Fig. 1: run 1, register map, names as in the netlist
Drawn at 2 px/um.
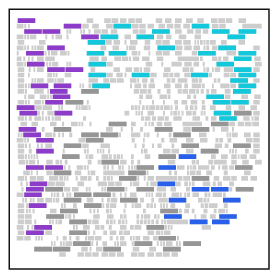
Fig. 2: run 1, the metal 3 layer
Drawn at 2 px/um.
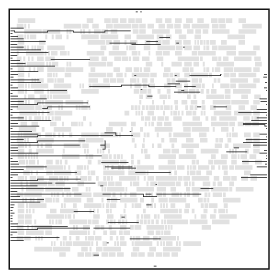
Fig. 3: run 1, track usage over the die
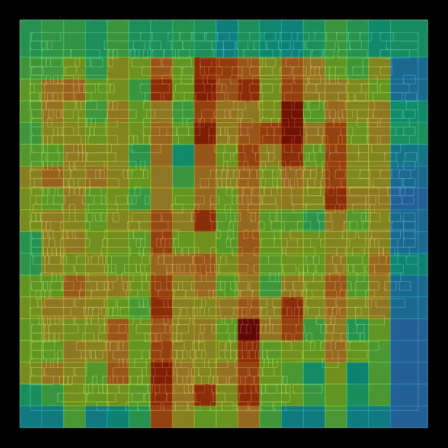
===== src/rtl/mips_bus_pkg.sv =====
// Shared types and constants for the CPU bus initiator and its lane-steering helper.
package mips_bus_pkg;

  typedef enum logic [1:0] {
    SIZE_BYTE = 2'b00,
    SIZE_HALF = 2'b01,
    SIZE_WORD = 2'b10
  } size_e;

  typedef enum logic [1:0] {
    IDLE,
    BUS,
    RESP
  } state_e;

  localparam logic [3:0] BE_WORD = 4'b1111;

endpackage


===== src/rtl/mips_bus_lane_align.sv =====
// Combinational byte-lane steering: misalignment check, byteenable/writedata for stores,
// and lane extraction plus zero/sign extension of read data.
module mips_bus_lane_align
  import mips_bus_pkg::*;
(
  input  logic [1:0]  size,
  input  logic [1:0]  addr_lo,
  input  logic        signed_ld,
  input  logic [31:0] wdata,
  input  logic [31:0] rdata,
  output logic        misaligned,
  output logic [3:0]  byteenable,
  output logic [31:0] writedata,
  output logic [31:0] rdata_ext
);

  logic [7:0]  byte_sel;
  logic [15:0] half_sel;

  assign byte_sel = rdata[{addr_lo, 3'b000} +: 8];
  assign half_sel = addr_lo[1] ? rdata[31:16] : rdata[15:0];

  always_comb begin
    // NOTE: every output gets a default before the case so no path leaves a latch behind.
    misaligned = 1'b0;
    byteenable = 4'b0000;
    writedata  = 32'h0;
    rdata_ext  = rdata;
    case (size)
      SIZE_BYTE: begin
        byteenable = 4'b0001 << addr_lo;
        writedata  = {4{wdata[7:0]}};
        rdata_ext  = {{24{signed_ld & byte_sel[7]}}, byte_sel};
      end
      SIZE_HALF: begin
        misaligned = addr_lo[0];
        byteenable = addr_lo[1] ? 4'b1100 : 4'b0011;
        writedata  = {2{wdata[15:0]}};
        rdata_ext  = {{16{signed_ld & half_sel[15]}}, half_sel};
      end
      SIZE_WORD: begin
        misaligned = |addr_lo;
        byteenable = BE_WORD;
        writedata  = wdata;
      end
      default: misaligned = 1'b1;
    endcase
  end

endmodule


===== src/rtl/mips_cpu_bus_initiator.sv =====
// Avalon-style bus master for the CPU core: one load/store at a time, lane steering,
// misalignment rejection and a waitrequest timeout.
module mips_cpu_bus_initiator
  import mips_bus_pkg::*;
#(
  parameter int unsigned TIMEOUT_CYCLES = 1024
) (
  input  logic        clk,
  input  logic        rst_n,
  input  logic        req_valid,
  output logic        req_ready,
  input  logic        req_write,
  input  logic [1:0]  req_size,
  input  logic        req_signed,
  input  logic [31:0] req_addr,
  input  logic [31:0] req_wdata,
  output logic        resp_valid,
  output logic [31:0] resp_rdata,
  output logic        resp_err,
  output logic [31:0] address,
  output logic        read,
  output logic        write,
  input  logic        waitrequest,
  output logic [3:0]  byteenable,
  output logic [31:0] writedata,
  input  logic [31:0] readdata
);

  localparam int CNT_W = (TIMEOUT_CYCLES == 0) ? 1 : $clog2(TIMEOUT_CYCLES + 1);
  localparam logic [CNT_W-1:0] CNT_LAST = CNT_W'(TIMEOUT_CYCLES - 1);

  state_e           state;
  logic [1:0]       size_q;
  logic [1:0]       addr_lo_q;
  logic             signed_q;
  logic             write_q;
  logic [CNT_W-1:0] wait_cnt;

  logic [1:0]  lane_size;
  logic [1:0]  lane_addr;
  logic        lane_mis;
  logic [3:0]  lane_be;
  logic [31:0] lane_wd;
  logic [31:0] lane_rdata;

  // Steering looks at the live request while idle and at the captured request during the transfer.
  assign lane_size = (state == IDLE) ? req_size       : size_q;
  assign lane_addr = (state == IDLE) ? req_addr[1:0]  : addr_lo_q;

  mips_bus_lane_align u_lane (
    .size       (lane_size),
    .addr_lo    (lane_addr),
    .signed_ld  (signed_q),
    .wdata      (req_wdata),
    .rdata      (readdata),
    .misaligned (lane_mis),
    .byteenable (lane_be),
    .writedata  (lane_wd),
    .rdata_ext  (lane_rdata)
  );

  assign req_ready = rst_n && (state == IDLE);

  // NOTE: state and registered outputs use non-blocking assignments so every branch sees pre-edge values.
  always_ff @(posedge clk or negedge rst_n) begin
    if (!rst_n) begin
      state      <= IDLE;
      size_q     <= 2'b00;
      addr_lo_q  <= 2'b00;
      signed_q   <= 1'b0;
      write_q    <= 1'b0;
      wait_cnt   <= '0;
      address    <= 32'h0;
      byteenable <= 4'b0000;
      writedata  <= 32'h0;
      read       <= 1'b0;
      write      <= 1'b0;
      resp_valid <= 1'b0;
      resp_err   <= 1'b0;
      resp_rdata <= 32'h0;
    end else begin
      case (state)
        IDLE: begin
          if (req_valid) begin
            size_q    <= req_size;
            addr_lo_q <= req_addr[1:0];
            signed_q  <= req_signed;
            write_q   <= req_write;
            if (lane_mis) begin
              resp_valid <= 1'b1;
              resp_err   <= 1'b1;
              resp_rdata <= 32'h0;
              state      <= RESP;
            end else begin
              address    <= {req_addr[31:2], 2'b00};
              byteenable <= lane_be;
              writedata  <= lane_wd;
              read       <= ~req_write;
              write      <= req_write;
              wait_cnt   <= '0;
              state      <= BUS;
            end
          end
        end
        BUS: begin
          if (!waitrequest) begin
            read       <= 1'b0;
            write      <= 1'b0;
            resp_valid <= 1'b1;
            resp_err   <= 1'b0;
            resp_rdata <= write_q ? 32'h0 : lane_rdata;
            state      <= RESP;
          end else if (TIMEOUT_CYCLES != 0 && wait_cnt == CNT_LAST) begin
            // This stall edge is the TIMEOUT_CYCLES-th one: abandon the transfer.
            read       <= 1'b0;
            write      <= 1'b0;
            resp_valid <= 1'b1;
            resp_err   <= 1'b1;
            resp_rdata <= 32'h0;
            state      <= RESP;
          end else begin
            wait_cnt <= wait_cnt + 1'b1;
          end
        end
        RESP: begin
          resp_valid <= 1'b0;
          resp_err   <= 1'b0;
          state      <= IDLE;
        end
        default: state <= IDLE;
      endcase
    end
  end

endmodule


===== config.mk =====
export PLATFORM = sky130hd
export DESIGN_NAME = mips_cpu_bus_initiator
export DESIGN_NICKNAME = d
export VERILOG_FILES = /design/src/rtl/mips_bus_pkg.sv /design/src/rtl/mips_bus_lane_align.sv /design/src/rtl/mips_cpu_bus_initiator.sv
export SDC_FILE = /design/constraint.sdc
export NUM_CORES = 1
export LEC_CHECK = 0
export CORE_MARGIN = 3
export CORE_UTILIZATION = 40
export CTS_BUF_LIST = sky130_fd_sc_hd__clkbuf_4 sky130_fd_sc_hd__clkbuf_8
export DETAILED_ROUTE_END_ITERATION = 6
export GPL_TIMING_DRIVEN = 0
export HOLD_SLACK_MARGIN = 0.12
export PLACE_DENSITY = 0.72
export SYNTH_ARGS = -nofsm -noshare
export SYNTH_HDL_FRONTEND = slang
export SYNTH_HIERARCHICAL = 1
export SYNTH_SLANG_ARGS = --single-unit

===== constraint.sdc =====
create_clock -name clk -period 3.8 [get_ports clk]
set_clock_uncertainty 0.2 [all_clocks]
set_input_delay 0.38 -clock clk [delete_from_list [all_inputs] [get_ports clk]]
set_output_delay 0.38 -clock clk [all_outputs]
set_load 0.05 [all_outputs]

==> results.json, run 1 <==
{
  "synth_dominant_cell_count": "nand2_1",
  "cts.reportedPaths.clkPinSlew_ns": 0.07,
  "die_w_um": 129,
  "layout.nets": 995,
  "logic_family": "simple AND/OR/NAND/NOR gates",
  "grt_pass1_vias": 5552,
  "powerClk_w": 0.00127,
  "syn2layout_area_growth_pct": 45.7,
  "combGateArea_sq_mm": 0.00276,
  "compound_area_frac": 0.168,
  "place.port_buffers": 206,
  "top_cells_by_count": "234 x nand2_1, 121 x dfrtp_1, 32 x a22o_1",
  "fmaxAchievable_mhz": 285,
  "worstSetupPathType": "reg2reg",
  "synthArstFlopShare": 1.00,
  "run_status": "finished clean",
  "tns_ns": 0,
  "seq_power_share": 0.249,
  "drt-pass1-iter-count": 7,
  "path_cells": "buf_4, nor2_2, mux2_2, buf_2, clkbuf_1, clkbuf_2, o22a_1, clkbuf_1, a22oi_1, buf_2, a22o_1",
  "clock_cell_area_share": 0.0481,
  "first_iter_violations": 418,
  "top_cell_area_share": 0.500,
  "p_switching_w": 0.00425,
  "r2r-start": "state[0]",
  "ys_ff": 121,
  "clock_path_buffers": 2,
  "met1Wirelength_um": 8350,
  "power_leader": "combinational logic",
  "synth-xor-area-share": 0,
  "antenna_found_initial": 0,
  "post-route-util": 0.601,
  "fillers": 1291
}
Back to the opening pictures, Fig. 1:
[purple] address | sequential cells: 30 | where: a column on the left
[cyan] resp_rdata | sequential cells: 32
[blue] wait_cnt | sequential cells: 11 | where: bottom right
not colored: 48
power of the sequential group: 0.00215 W
FF/Latch Area: 0.00303 sq mm

Back to the opening pictures, Fig. 2:
share of all routed wire: 8.1%
longest straight run: 45.3 um
nets with wire on the layer: 137
final wirelength: 18900 um
met3 usage: 0.0960
Via Count: 5628

Back to the opening pictures, Fig. 3:
busiest grt layer: met2
Total GRT Usage: 0.234
M2 GR Usage: 0.359

## run 1: worst max path at each step
stage / slack, ns / depth (start not counted) / end
finish: 0.29 / 11 / resp_rdata[18]
floorplan: 0.78 / 13 / address[10]
global route: -0.0005 / 11 / resp_rdata[18]
global placement: -3.01 / 3 / req_ready
detailed placement: -0.35 / 13 / writedata[12]
CTS: 0.006 / 12 / address[29]
## run 1: per-stage QoR
| step | hold slack (ns) | area [sq um] | power, W |
|---|---|---|---|
| after global routing | 0.222 | 8830 | 0.00915 |
| after global placement | 0.257 | 8350 | 0.00732 |
| after CTS | 0.188 | 8820 | 0.00868 |
| final | 0.222 | 8830 | 0.00862 |
| after detailed placement | 0.113 | 8380 | 0.00736 |
| after floorplan | -0.116 | 6060 | 0.00561 |
Fig. 4: run 1, routed metal, one color a layer
Drawn at 2 px/um.
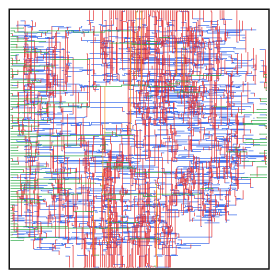

==> run 1 -> run 2 <==
- CORE_UTILIZATION: 40 -> 46
- CTS_BUF_LIST: sky130_fd_sc_hd__clkbuf_4 sky130_fd_sc_hd__clkbuf_8 -> unset
- PLACE_DENSITY: 0.72 -> 0.81
- clock period: 3.8 -> 3.95 ns (I/O delays scaled with it)
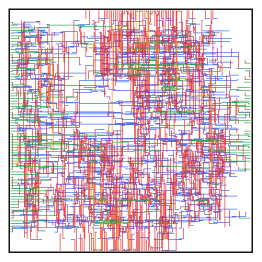
Fig. 5. Routed metal, one color a layer (run 2).
Drawn at 2 px/um.
[green] metal 3 | wire length: 1780 um
[blue] metal 1 | wire length: 7650 um
[red] metal 2 | wire length: 9170 um
[orange] metal 4 | wire length: 596 um
drt wl/cell: 17.9 um
final wirelength: 19200 um
Total GRT Usage: 0.269
Via Count: 5853

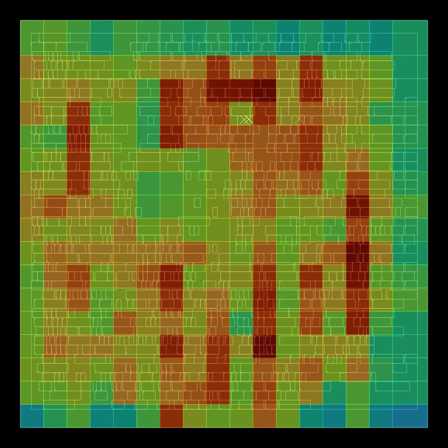
Fig. 6. Track usage over the die (run 2).
M2 GR Usage: 0.434
Final Util: 0.700
GR met1 Demand/Resource: 0.327

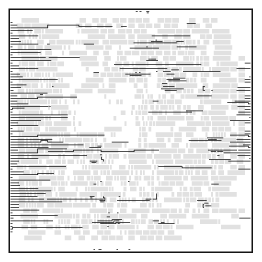
Fig. 7. The metal 3 layer (run 2).
Drawn at 2 px/um.
longest straight run: 43.2 um
share of all routed wire: 9.3%
wire length on this layer: 1780 um
nets with wire on the layer: 175
met3 usage: 0.0959

==> results.json, run 2 <==
{
  "grt_pass1_vias": 6035,
  "met1Wirelength_um": 7650,
  "combGateArea_sq_mm": 0.00276,
  "fillers": 969,
  "pwr-share-comb": 0.587,
  "p_switching_w": 0.00416,
  "antenna_found_initial": 0,
  "chipArea_sq_mm": 0.0146,
  "grt_pass1_wl_um": 30700,
  "drt-pass1-iter-count": 7,
  "hold_viol_final": 0,
  "tns_ns": 0,
  "top_cells_by_count": "234 x nand2_1, 121 x dfrtp_1, 32 x a22o_1",
  "path_depth": 11,
  "synth-main-ff-cell": "dfrtp_1",
  "power_w": 0.00857,
  "top_cell_area_share": 0.500,
  "fmaxAchievable_mhz": 279,
  "place_congestion": 0.912,
  "drc": 6,
  "holdWs_ns": 0.245,
  "synth_dominant_cell_count": "nand2_1",
  "run_status": "finished, violations left",
  "cts.reportedPaths.clkPinSlew_ns": 0.05,
  "path_cells": "buf_4, nor2_1, mux2_2, buf_2, clkbuf_1, clkbuf_2, o22a_1, clkbuf_1, a22oi_1, buf_2, a22o_1",
  "drv_slew": 0,
  "first_iter_violations": 503,
  "clock-root-buffer": "clkbuf_16",
  "fin_area_sq_mm": 0.00894,
  "clock_cell_area_share": 0.0620,
  "seq_power_share": 0.242,
  "synthArstFlopShare": 1.00,
  "die_w_um": 121,
  "ys_ff": 121,
  "place.port_buffers": 206,
  "placed_cell_area_sq_mm": 0.00837,
  "clock_path_buffers": 2,
  "worstSetupPathType": "reg2reg",
  "top_usage_layer": "met2",
  "ff_latch_area_sq_mm": 0.00303,
  "violations": "DRC",
  "synthTopCellsByArea": "dfrtp_1 50%, nand2_1 14%, a22o_1 4.6%, mux2_2 2.4%, nor2b_1 2.0%",
  "dominant_cells": "registers"
}
## run 2: power groups by stage
stage / clock network [W] / registers [W] / logic [W]
2_1_floorplan: 0 / 0.00364 / 0.00176
3_3_place_gp: 0 / 0.00205 / 0.00490
3_5_place_dp: 0 / 0.00208 / 0.00500
4_1_cts: 0.00148 / 0.00208 / 0.00503
5_1_grt: 0.00155 / 0.00214 / 0.00536
6_report: 0.00147 / 0.00207 / 0.00503
## run 2: cell families after synthesis
group	after synthesis	synth area share
other cells	1	0.000619
simple gates	337	0.255
flops	121	0.500
fa+ha+maj	1	0.00206
buf+inv	55	0.0454
compound gates	132	0.168
mux	16	0.0291
## run 2: repair_timing
item / 4_1_cts / 5_1_grt
setup endpoints to repair: 63 / 103
hold buffers: 1 / 0
gates resized: 2 / 11
endpoints found under the hold margin: 121 / 0
Power is estimated from default activity; no workload was simulated.
